--- src/rtl/pong_match_ctrl.sv ---
// rtl/pong_match_ctrl.sv - Pong match sequencer: serve, rally, point pause, game over.
// Optional LED status display enabled by macro MATCH_LED_EN.
module pong_match_ctrl #(
    parameter int         WIN_SCORE    = 7,
    parameter int         PAUSE_FRAMES = 60,
    parameter logic [3:0] SERVE_KEY    = 4'hA
) (
    input  logic       clk,
    input  logic       rst_n,
    input  logic [3:0] keys_1,
    input  logic [3:0] keys_2,
    input  logic       frame_tick,
    input  logic       miss_l,
    input  logic       miss_r,
    output logic [2:0] state,
    output logic [3:0] score_1,
    output logic [3:0] score_2,
    output logic       ball_en,
    output logic       ball_reset,
    output logic       serve_dir,
    output logic [1:0] winner,
    output logic [7:0] led
);

    typedef enum logic [2:0] {
        S_IDLE  = 3'd0,
        S_SERVE = 3'd1,
        S_PLAY  = 3'd2,
        S_POINT = 3'd3,
        S_OVER  = 3'd4
    } state_t;

    localparam logic [3:0] L_WIN   = 4'(WIN_SCORE);
    localparam logic [7:0] L_PAUSE = 8'(PAUSE_FRAMES);

    state_t     r_state;
    logic [3:0] r_score_1;
    logic [3:0] r_score_2;
    logic [3:0] r_keys_1_q;
    logic [3:0] r_keys_2_q;
    logic       r_ball_en;
    logic       r_ball_reset;
    logic       r_serve_dir;
    logic [1:0] r_winner;
    logic [7:0] r_frame_cnt;

    logic       w_press_1;
    logic       w_press_2;
    logic       w_any_press;
    logic       w_serve_press;
    logic       w_game_won;
    logic [7:0] w_frame_next;

    // A press is the first cycle a player's keycode shows SERVE_KEY.
    assign w_press_1     = (keys_1 == SERVE_KEY) && (r_keys_1_q != SERVE_KEY);
    assign w_press_2     = (keys_2 == SERVE_KEY) && (r_keys_2_q != SERVE_KEY);
    assign w_any_press   = w_press_1 || w_press_2;
    assign w_serve_press = r_serve_dir ? w_press_1 : w_press_2;
    assign w_game_won    = (r_score_1 == L_WIN) || (r_score_2 == L_WIN);
    assign w_frame_next  = r_frame_cnt + 8'd1;

`ifdef MATCH_LED_EN
    logic [7:0] r_led;
`endif

    always_ff @(posedge clk or negedge rst_n) begin
        if (!rst_n) begin
            r_state      <= S_IDLE;
            r_score_1    <= 4'd0;
            r_score_2    <= 4'd0;
            r_keys_1_q   <= 4'h0;
            r_keys_2_q   <= 4'h0;
            r_ball_en    <= 1'b0;
            r_ball_reset <= 1'b0;
            r_serve_dir  <= 1'b0;
            r_winner     <= 2'd0;
            r_frame_cnt  <= 8'd0;
`ifdef MATCH_LED_EN
            r_led        <= 8'h00;
`endif
        end else begin
            r_keys_1_q   <= keys_1;
            r_keys_2_q   <= keys_2;
            r_ball_reset <= 1'b0;
            case (r_state)
                S_IDLE: begin
                    r_score_1 <= 4'd0;
                    r_score_2 <= 4'd0;
                    r_winner  <= 2'd0;
                    r_ball_en <= 1'b0;
                    if (w_any_press) begin
                        r_state      <= S_SERVE;
                        r_serve_dir  <= w_press_1;
                        r_ball_reset <= 1'b1;
                    end
                end
                S_SERVE: begin
                    if (w_serve_press) begin
                        r_state   <= S_PLAY;
                        r_ball_en <= 1'b1;
                    end
                end
                S_PLAY: begin
                    if (miss_l || miss_r) begin
                        r_state     <= S_POINT;
                        r_ball_en   <= 1'b0;
                        r_frame_cnt <= 8'd0;
`ifdef MATCH_LED_EN
                        r_led       <= 8'h01;
`endif
                        // A simultaneous double miss is a dead ball: no score, same server.
                        if (miss_l && !miss_r) begin
                            if (r_score_2 != L_WIN) r_score_2 <= r_score_2 + 4'd1;
                            r_serve_dir <= 1'b0;
                        end else if (miss_r && !miss_l) begin
                            if (r_score_1 != L_WIN) r_score_1 <= r_score_1 + 4'd1;
                            r_serve_dir <= 1'b1;
                        end
                    end
                end
                S_POINT: begin
                    if (frame_tick) begin
                        r_frame_cnt <= w_frame_next;
`ifdef MATCH_LED_EN
                        r_led       <= {r_led[6:0], r_led[7]};
`endif
                        if (w_frame_next == L_PAUSE) begin
                            if (w_game_won) begin
                                r_state  <= S_OVER;
                                r_winner <= (r_score_1 == L_WIN) ? 2'd1 : 2'd2;
`ifdef MATCH_LED_EN
                                r_led    <= (r_score_1 == L_WIN) ? 8'h0F : 8'hF0;
`endif
                            end else begin
                                r_state      <= S_SERVE;
                                r_ball_reset <= 1'b1;
`ifdef MATCH_LED_EN
                                r_led        <= {r_score_1, r_score_2};
`endif
                            end
                        end
                    end
                end
                S_OVER: begin
                    r_ball_en <= 1'b0;
                    if (w_any_press) begin
                        r_state   <= S_IDLE;
                        r_score_1 <= 4'd0;
                        r_score_2 <= 4'd0;
                        r_winner  <= 2'd0;
`ifdef MATCH_LED_EN
                        r_led     <= 8'h00;
`endif
                    end
                end
                default: r_state <= S_IDLE;
            endcase
        end
    end

    assign state      = r_state;
    assign score_1    = r_score_1;
    assign score_2    = r_score_2;
    assign ball_en    = r_ball_en;
    assign ball_reset = r_ball_reset;
    assign serve_dir  = r_serve_dir;
    assign winner     = r_winner;
`ifdef MATCH_LED_EN
    assign led        = r_led;
`else
    assign led        = 8'h00;
`endif

endmodule

--- config.mk ---
export PLATFORM = sky130hd
export DESIGN_NAME = pong_match_ctrl
export DESIGN_NICKNAME = d
export VERILOG_FILES = /design/src/rtl/pong_match_ctrl.sv
export SDC_FILE = /design/constraint.sdc
export NUM_CORES = 1
export LEC_CHECK = 0
export CAP_MARGIN = 10
export CORE_AREA = 2 2 87 89
export DETAILED_ROUTE_END_ITERATION = 10
export DIE_AREA = 0 0 89 91
export PLACE_DENSITY = 0.56
export SLEW_MARGIN = 0
export SYNTH_ARGS = -nofsm -noshare
export SYNTH_HDL_FRONTEND = slang
export SYNTH_SLANG_ARGS = --single-unit
--- constraint.sdc ---
create_clock -name clk -period 2.3 [get_ports clk]
set_input_delay 0.46 -clock clk [delete_from_list [all_inputs] [get_ports clk]]
set_output_delay 0.46 -clock clk [all_outputs]
set_load 0.02 [all_outputs]
### Supply network, run 1

Scale bar: 20 microns. Pins as bars on the die edge.
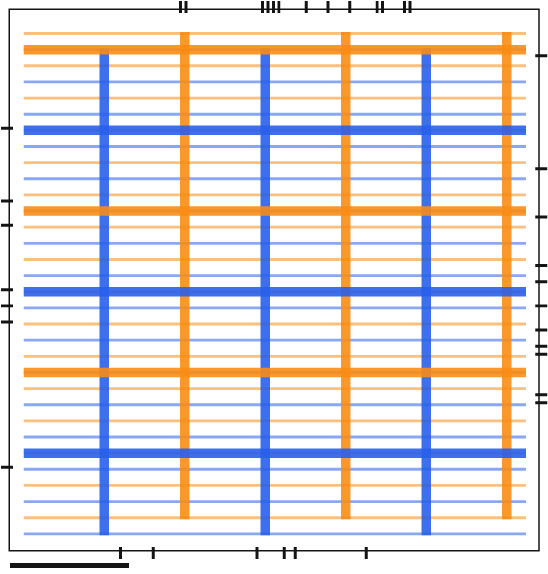
| net | color |
|---|---|
| VDD | orange |
| VSS | blue |
met4 straps: 6
met5 straps: 6
signal pins: 37

### Cells colored by class, run 1

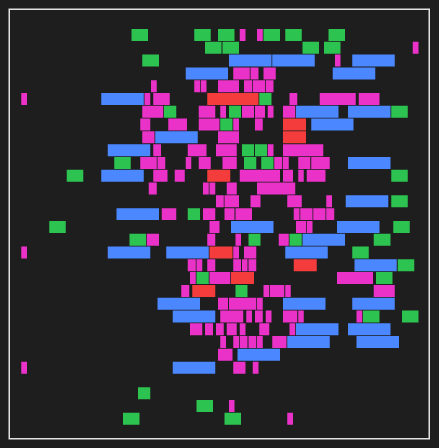
| class | color | cells | share of their area |
|---|---|---|---|
| remaining buffers and delay cells | green | 42 | 18% |
| registers | blue | 32 | 37% |
| clock drivers and dummy loads | red | 8 | 5.8% |
| remaining logic cells | magenta | 125 | 40% |

==> results.sh, run 1 <==
# flow metrics
export IMPL_outcome="finished, final reports clean"
export IMPL_postLayoutSetupSlackWorst_ps=213
export IMPL_drc=0
export IMPL_combGateArea_sq_um=856
export IMPL_drv_cap=0
export IMPL_synth_distinct_cells=47
export IMPL_cts_buffers_inserted=5
export IMPL_n_tap_cell=99
export IMPL_gp_congestion=0.762
export IMPL_root_buffer="clkbuf_8"
export IMPL_ctsLongestPathBuffers=2
export IMPL_synth_edff_count=0
export IMPL_flop_area_sq_um=801
export IMPL_worst_path_max_fanout=4
export IMPL_fmax_mhz=479
export IMPL_hp_class="reg -> reg"
export IMPL_top_cell="dfrtp_1"
export IMPL_area_leaders="dfrtp_1 46%, ha_1 4.4%, nand2_1 4.4%, buf_4 3.5%, o21ai_0 2.9%"
export IMPL_dpl_hpwl_microns=2750
export IMPL_yosysTopAreaCellShare=0.465
export IMPL_grt_pass1_vias=1239
export IMPL_antenna_cells=0
export IMPL_seq_cell_share=0.347
export IMPL_rrSetupSlack_ps=490
export IMPL_setup_viol=0
export IMPL_syn_area_sq_um=1720
export IMPL_ys_sh_simple=0.245
export IMPL_drt_pass1_iterations=3
export IMPL_report_power_total_mw=1.80
export IMPL_htreeDepth=2
export IMPL_crit_chain="clkdlybuf4s50_1, inv_1, ha_1, nor4b_1, a21boi_0, or3_4, mux2_2"
export IMPL_cp_data_arrival_time_ps=2260
export IMPL_yosys_warnings=0
export IMPL_dpl_instance_area_sq_um=2180
export IMPL_via_count=1300
export IMPL_ir_worst_vdd_v=0.000275
export IMPL_core_sq_um=7140
export IMPL_track_usage=0.0942
export IMPL_cp_top_family="simple AND/OR/NAND/NOR gates"
export IMPL_flop_cell="dfrtp_1"
export IMPL_grt_pass1_wl_microns=5940
export IMPL_drive_above_1_share=0.184
export IMPL_startpoint_type="input port"
export IMPL_required_ps=2480
export IMPL_r2r_end="winner[1]$_DFFE_PN0P_"
export IMPL_inverters=5
export IMPL_yosys_area_top_type="dfrtp_1"
export IMPL_final_hold_viol_count=0
export IMPL_top_cells_by_count="32 x dfrtp_1, 20 x nand2_1, 10 x nor2_1, 10 x o21ai_0, 9 x nand3_1"
export IMPL_ys_cells=161
export IMPL_buffer_area_frac=0.167
export IMPL_p_seq_frac=0.415
export IMPL_setup_tns_ps=0
export IMPL_ios=37
export IMPL_power_group_top="sequential cells"
export IMPL_crit_buf_inv=2
export IMPL_cts_sinks=32
export IMPL_cpPeakStageDelay_ps=490
export IMPL_cts_repair_resized=0
export IMPL_hold_path_endpoint="winner[1]$_DFFE_PN0P_"
export IMPL_hold_depth=1
export IMPL_async_flop_share=1.00
export IMPL_fp_dieW_microns=89
export IMPL_adder_share=0.0436
export IMPL_cts_tree="built"
export IMPL_min_period_ps=2090
export IMPL_viasPerCell=4.25
export IMPL_warning_count=28
export IMPL_finClkSkew_ps=9.54
export IMPL_crit_end="score_1[0]$_DFFE_PN0P_"
export IMPL_ys_area_sq_um=1720
export IMPL_grt_max_degree=33
export IMPL_switching_power_mw=0.546
export IMPL_fin_crit_sh=0.907
export IMPL_crit_start="miss_l"
export IMPL_initial_utilization=0.241
export IMPL_place_ws_ps=-94.5
export IMPL_cp_depth=7
export IMPL_p_int_mw=1.25
export IMPL_clock_buffers=7
export IMPL_power_leakage_nw=0.988
export IMPL_largest_class="combinational gates"
export IMPL_sequentialPower_mw=0.746
export IMPL_flop_count=32
export IMPL_xor_share=0.0153
### Routed clock nets over the placement, run 1

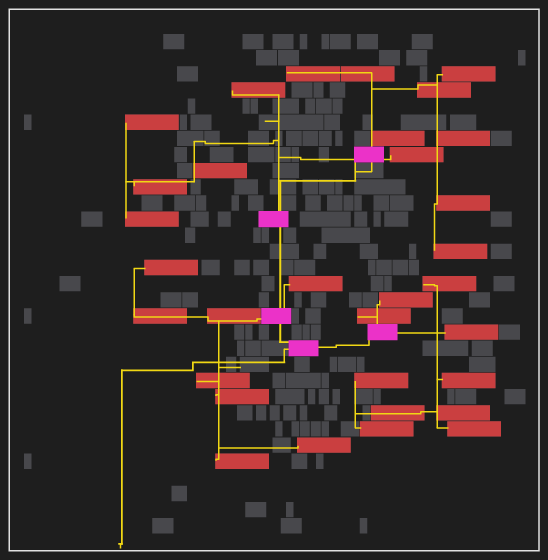
[clock wires] yellow | length: 473 microns
[flip-flops] red | count: 32
[clock-net drivers] magenta | count: 5
routed clock nets: 6

==> run 1: registers in the layout (all words and copies together), names as in the netlist <==
signal / count
r_frame_cnt: 8
r_keys_1_q: 4
r_keys_2_q: 4
score_1: 4
score_2: 4
state: 3
winner: 2
ball_en: 1
ball_reset: 1
serve_dir: 1
==> run 1: through the flow <==
| step | util | std cells |
|---|---|---|
| 2_1_floorplan | - | 168 |
| 3_3_place_gp | 0.306 | 298 |
| 3_5_place_dp | 0.306 | 298 |
| 4_1_cts | 0.324 | 306 |
| 5_1_grt | 0.324 | 306 |
| 6_report | 0.324 | 306 |
==> run 1: routing by layer <==
| metal | GRT usage | part of all wire |
|---|---|---|
| met5 | 0 | 0 |
| met4 | 0.0336 | 0.015 |
| met3 | 0.0309 | 0.053 |
| met2 | 0.142 | 0.45 |
| met1 | 0.125 | 0.48 |
### Routing congestion, run 1

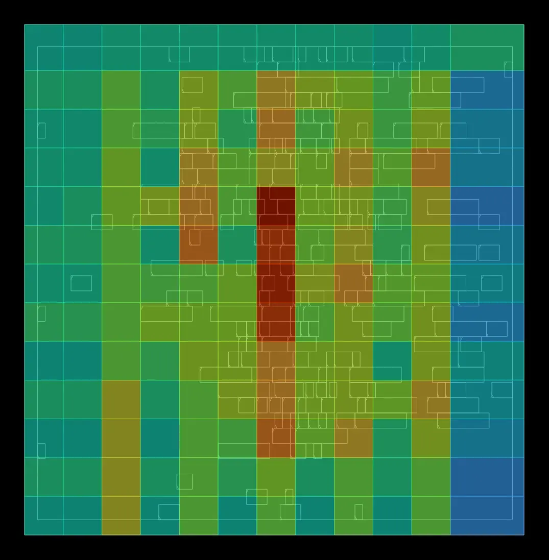

--- run 2 (diff from run 1) ---
--- a/config.mk
+++ b/config.mk
@@ -6,10 +6,11 @@
 export NUM_CORES = 1
 export LEC_CHECK = 0
 export CAP_MARGIN = 10
-export CORE_AREA = 2 2 87 89
+export CORE_AREA = 2 2 69 71
 export DETAILED_ROUTE_END_ITERATION = 10
-export DIE_AREA = 0 0 89 91
-export PLACE_DENSITY = 0.56
+export DIE_AREA = 0 0 71 73
+export GPL_ROUTABILITY_DRIVEN = 0
+export PLACE_DENSITY = 0.76
 export SLEW_MARGIN = 0
 export SYNTH_ARGS = -nofsm -noshare
 export SYNTH_HDL_FRONTEND = slang
### Routing congestion, run 2

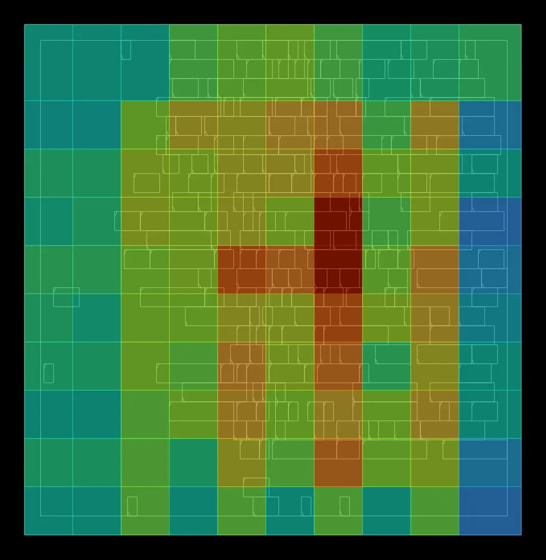
met1 GRT Util: 0.194
GR Util met2: 0.223
post-layout util: 0.491
Most Used Layer, Global Route: met2
grt met3 use: 0.0428

==> run 2 against run 1 <==
Global-route usage rose by 5.2 points. Non-clock buffer count fell by 1. Synthesized area did not move. First-iteration DRC count fell by 26%. Die area fell by 36%. Register-to-register slack barely moved. Sequential share of layout area rose by 1.3 points. Critical path type unchanged. Largest cell class unchanged. Highest routed layer unchanged.
==> results.sh, run 2 <==
# flow metrics
export IMPL_flop_count=32
export IMPL_clock_buffers=6
export IMPL_buffer_area_frac=0.170
export IMPL_p_seq_frac=0.432
export IMPL_ir_worst_vdd_v=0.000245
export IMPL_ios=37
export IMPL_setup_tns_ps=0
export IMPL_n_tap_cell=54
export IMPL_cts_buffers_inserted=5
export IMPL_wl_met2_microns=1610
export IMPL_synth_edff_count=0
export IMPL_place_inst=252
export IMPL_yosys_area_top_type="dfrtp_1"
export IMPL_inverters=5
export IMPL_power_leakage_nw=0.975
export IMPL_drc=0
export IMPL_grt_pass1_vias=1307
export IMPL_synth_distinct_cells=47
export IMPL_fin_crit_sh=0.923
export IMPL_top_cells_by_count="32 x dfrtp_1, 20 x nand2_1, 10 x nor2_1, 10 x o21ai_0, 9 x nand3_1"
export IMPL_drt_pass1_iterations=4
export IMPL_outcome="finished, final reports clean"
export IMPL_postLayoutSetupSlackWorst_ps=177
export IMPL_hold_path_endpoint="r_frame_cnt[7]$_DFFE_PN0P_"
export IMPL_yosysTopAreaCellShare=0.465
export IMPL_met3_length_microns=166
export IMPL_rrSetupSlack_ps=480
export IMPL_async_flop_share=1.00
export IMPL_setup_viol=0
export IMPL_initial_utilization=0.380
export IMPL_final_hold_viol_count=0
export IMPL_largest_class="combinational gates"
export IMPL_ys_area_sq_um=1720
export IMPL_final_cells=260
export IMPL_highest_signal_layer="met4"
export IMPL_place_ws_ps=-108
export IMPL_required_ps=2470
export IMPL_crit_buf_inv=2
export IMPL_sequentialPower_mw=0.747
export IMPL_warning_count=28
export IMPL_yosys_warnings=0
export IMPL_r2r_end="winner[1]$_DFFE_PN0P_"
export IMPL_antenna_cells=0
export IMPL_cts_sinks=32
export IMPL_dpl_instance_area_sq_um=2120
export IMPL_ctsLongestPathBuffers=2
export IMPL_flop_cell="dfrtp_1"
export IMPL_cpPeakStageDelay_ps=490
export IMPL_top_cell="dfrtp_1"
export IMPL_hp_class="reg -> reg"
export IMPL_core_sq_um=4540
export IMPL_p_int_mw=1.19
export IMPL_report_power_total_mw=1.73
export IMPL_htreeDepth=2
export IMPL_ys_cells=161
export IMPL_grt_max_degree=33
export IMPL_met1_length_microns=1540
export IMPL_area_leaders="dfrtp_1 46%, ha_1 4.4%, nand2_1 4.4%, buf_4 3.5%, o21ai_0 2.9%"
export IMPL_cp_data_arrival_time_ps=2290
export IMPL_largest_reg_flops=8
export IMPL_startpoint_type="input port"
export IMPL_fp_dieW_microns=71
export IMPL_track_usage=0.146
export IMPL_hold_depth=1
export IMPL_cts_tree="built"
-- run 2: cell counts after synthesis --
Identical to the previous run, type by type.
-- run 2: worst max path at each step --
stage	from	endpoint	slack [ps]	cells past startpoint
2_1_floorplan	miss_l	score_1[0]$_DFFE_PN0P_	450	6
3_3_place_gp	miss_l	score_2[1]$_DFFE_PN0P_	-70	8
3_5_place_dp	miss_l	score_1[0]$_DFFE_PN0P_	-110	7
4_1_cts	miss_r	score_1[0]$_DFFE_PN0P_	130	7
5_1_grt	miss_l	score_1[0]$_DFFE_PN0P_	40	7
6_report	miss_r	score_1[0]$_DFFE_PN0P_	180	7
-- run 2: logic make-up after synthesis --
group,share of synthesized area
compound gates,0.126
flops,0.465
other cells,0.00218
simple gates,0.245
fa+ha+maj,0.0436
mux,0.0501
buf+inv,0.0537
xor+xnor,0.0153
### Metal layers overlaid, run 2

Scale bar: 20 microns.
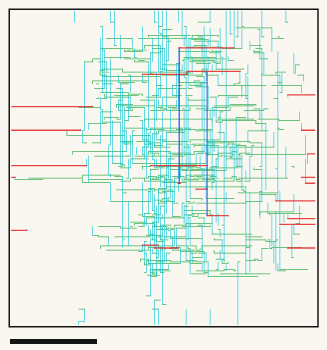

--- run 3 (diff from run 2) ---
--- a/config.mk
+++ b/config.mk
@@ -5,8 +5,9 @@
 export SDC_FILE = /design/constraint.sdc
 export NUM_CORES = 1
 export LEC_CHECK = 0
-export CAP_MARGIN = 10
+export CAP_MARGIN = 20
 export CORE_AREA = 2 2 69 71
+export CTS_BUF_LIST = sky130_fd_sc_hd__clkbuf_2
 export DETAILED_ROUTE_END_ITERATION = 10
 export DIE_AREA = 0 0 71 73
 export GPL_ROUTABILITY_DRIVEN = 0
### Metal layers overlaid, run 3

Scale bar: 20 microns.
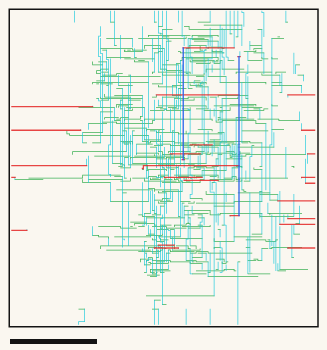
| layer | color | wire length |
|---|---|---|
| M2 | cyan | 1570 microns |
| M3 | red | 195 microns |
| M4 | blue | 62.6 microns |
| M1 | green | 1570 microns |

==> run 3 against run 2 <==
Count of clock-buffer cells in the layout unchanged. Hold slack got worse by 42 ps. Cell area decreased by 1.9%. Die area unchanged. Critical path depth decreased by 6. Sequential cell count unchanged. Combinational power about the same. Global-route usage decreased by 0.12 points. Clock power decreased by 27%. Sequential share of layout area increased by 0.70 points. Utilization decreased by 0.94 points. Synthesized cell count unchanged.
==> results.sh, run 3 <==
# flow metrics
export IMPL_outcome="finished, final reports clean"
export IMPL_required_ps=1840
export IMPL_via_count=1317
export IMPL_inverters=5
export IMPL_cp_depth=1
export IMPL_largest_reg_flops=8
export IMPL_report_power_total_mw=1.58
export IMPL_place_inst=252
export IMPL_top_cells_by_count="32 x dfrtp_1, 20 x nand2_1, 10 x nor2_1, 10 x o21ai_0, 9 x nand3_1"
export IMPL_viasPerCell=5.07
export IMPL_yosys_area_top_type="dfrtp_1"
export IMPL_flop_count=32
export IMPL_largest_class="combinational gates"
export IMPL_ctsLongestPathBuffers=2
export IMPL_ir_worst_vdd_v=0.000200
export IMPL_async_flop_share=1.00
export IMPL_p_int_mw=1.06
export IMPL_buffer_area_frac=0.173
export IMPL_top_cell="dfrtp_1"
export IMPL_warning_count=28
export IMPL_root_buffer="clkbuf_2"
export IMPL_grt_pass1_vias=1305
export IMPL_core_sq_um=4540
export IMPL_cts_buffers_inserted=5
export IMPL_xor_share=0.0153
export IMPL_synth_distinct_cells=47
export IMPL_ys_sh_simple=0.245
export IMPL_switching_power_mw=0.525
export IMPL_cts_repair_resized=0
export IMPL_grt_max_degree=33
export IMPL_syn_area_sq_um=1720
export IMPL_cp_top_family="buffers and inverters"
export IMPL_cts_sinks=32
export IMPL_yosys_warnings=0
export IMPL_ys_area_sq_um=1720
export IMPL_drive_above_1_share=0.180
export IMPL_dpl_hpwl_microns=2510
export IMPL_crit_buf_inv=1
export IMPL_clock_buffers=6
export IMPL_flop_area_sq_um=801
export IMPL_drc=0
export IMPL_power_leakage_nw=0.963
export IMPL_r2r_end="state[0]$_DFFE_PN0P_"
export IMPL_crit_end="state[2]"
export IMPL_drv_cap=0
export IMPL_fmax_mhz=467
export IMPL_startpoint_type="flop"
export IMPL_ios=37
export IMPL_cp_data_arrival_time_ps=1680
export IMPL_n_tap_cell=54
export IMPL_combGateArea_sq_um=856
export IMPL_place_ws_ps=-108
export IMPL_grt_pass1_wl_microns=5910
export IMPL_seq_cell_share=0.366
[run 3: cell counts in the layout (fill, tap and decap cells not counted)]
No cell type changed its count.
[run 3: power groups by stage]
stage / registers, mW / clock network [mW] / logic (mW)
final: 0.744 / 0.382 / 0.455
after global routing: 0.763 / 0.411 / 0.521
after CTS: 0.745 / 0.392 / 0.459
after detailed placement: 0.754 / 0 / 0.457
after global placement: 0.753 / 0 / 0.450
after floorplan: 0.782 / 0 / 0.247
[run 3: layer usage]
layer	wire length, microns	GRT usage	up-vias
met5	0	0	-
met4	62	0.0755	0
met3	194	0.0304	6
met2	1570	0.221	33
met1	1570	0.195	623
li1	-	-	655
[run 3: worst reg2reg max path, cell delays in order (launching register included)]
cell and delay (ps):
dfrtp_1 400, and4bb_2 310, nor4_4 40, buf_4 150, mux2_2 290, mux4_2 450
o22ai_1 130
Power figures rest on the tool's default switching activity, not on a simulated workload.
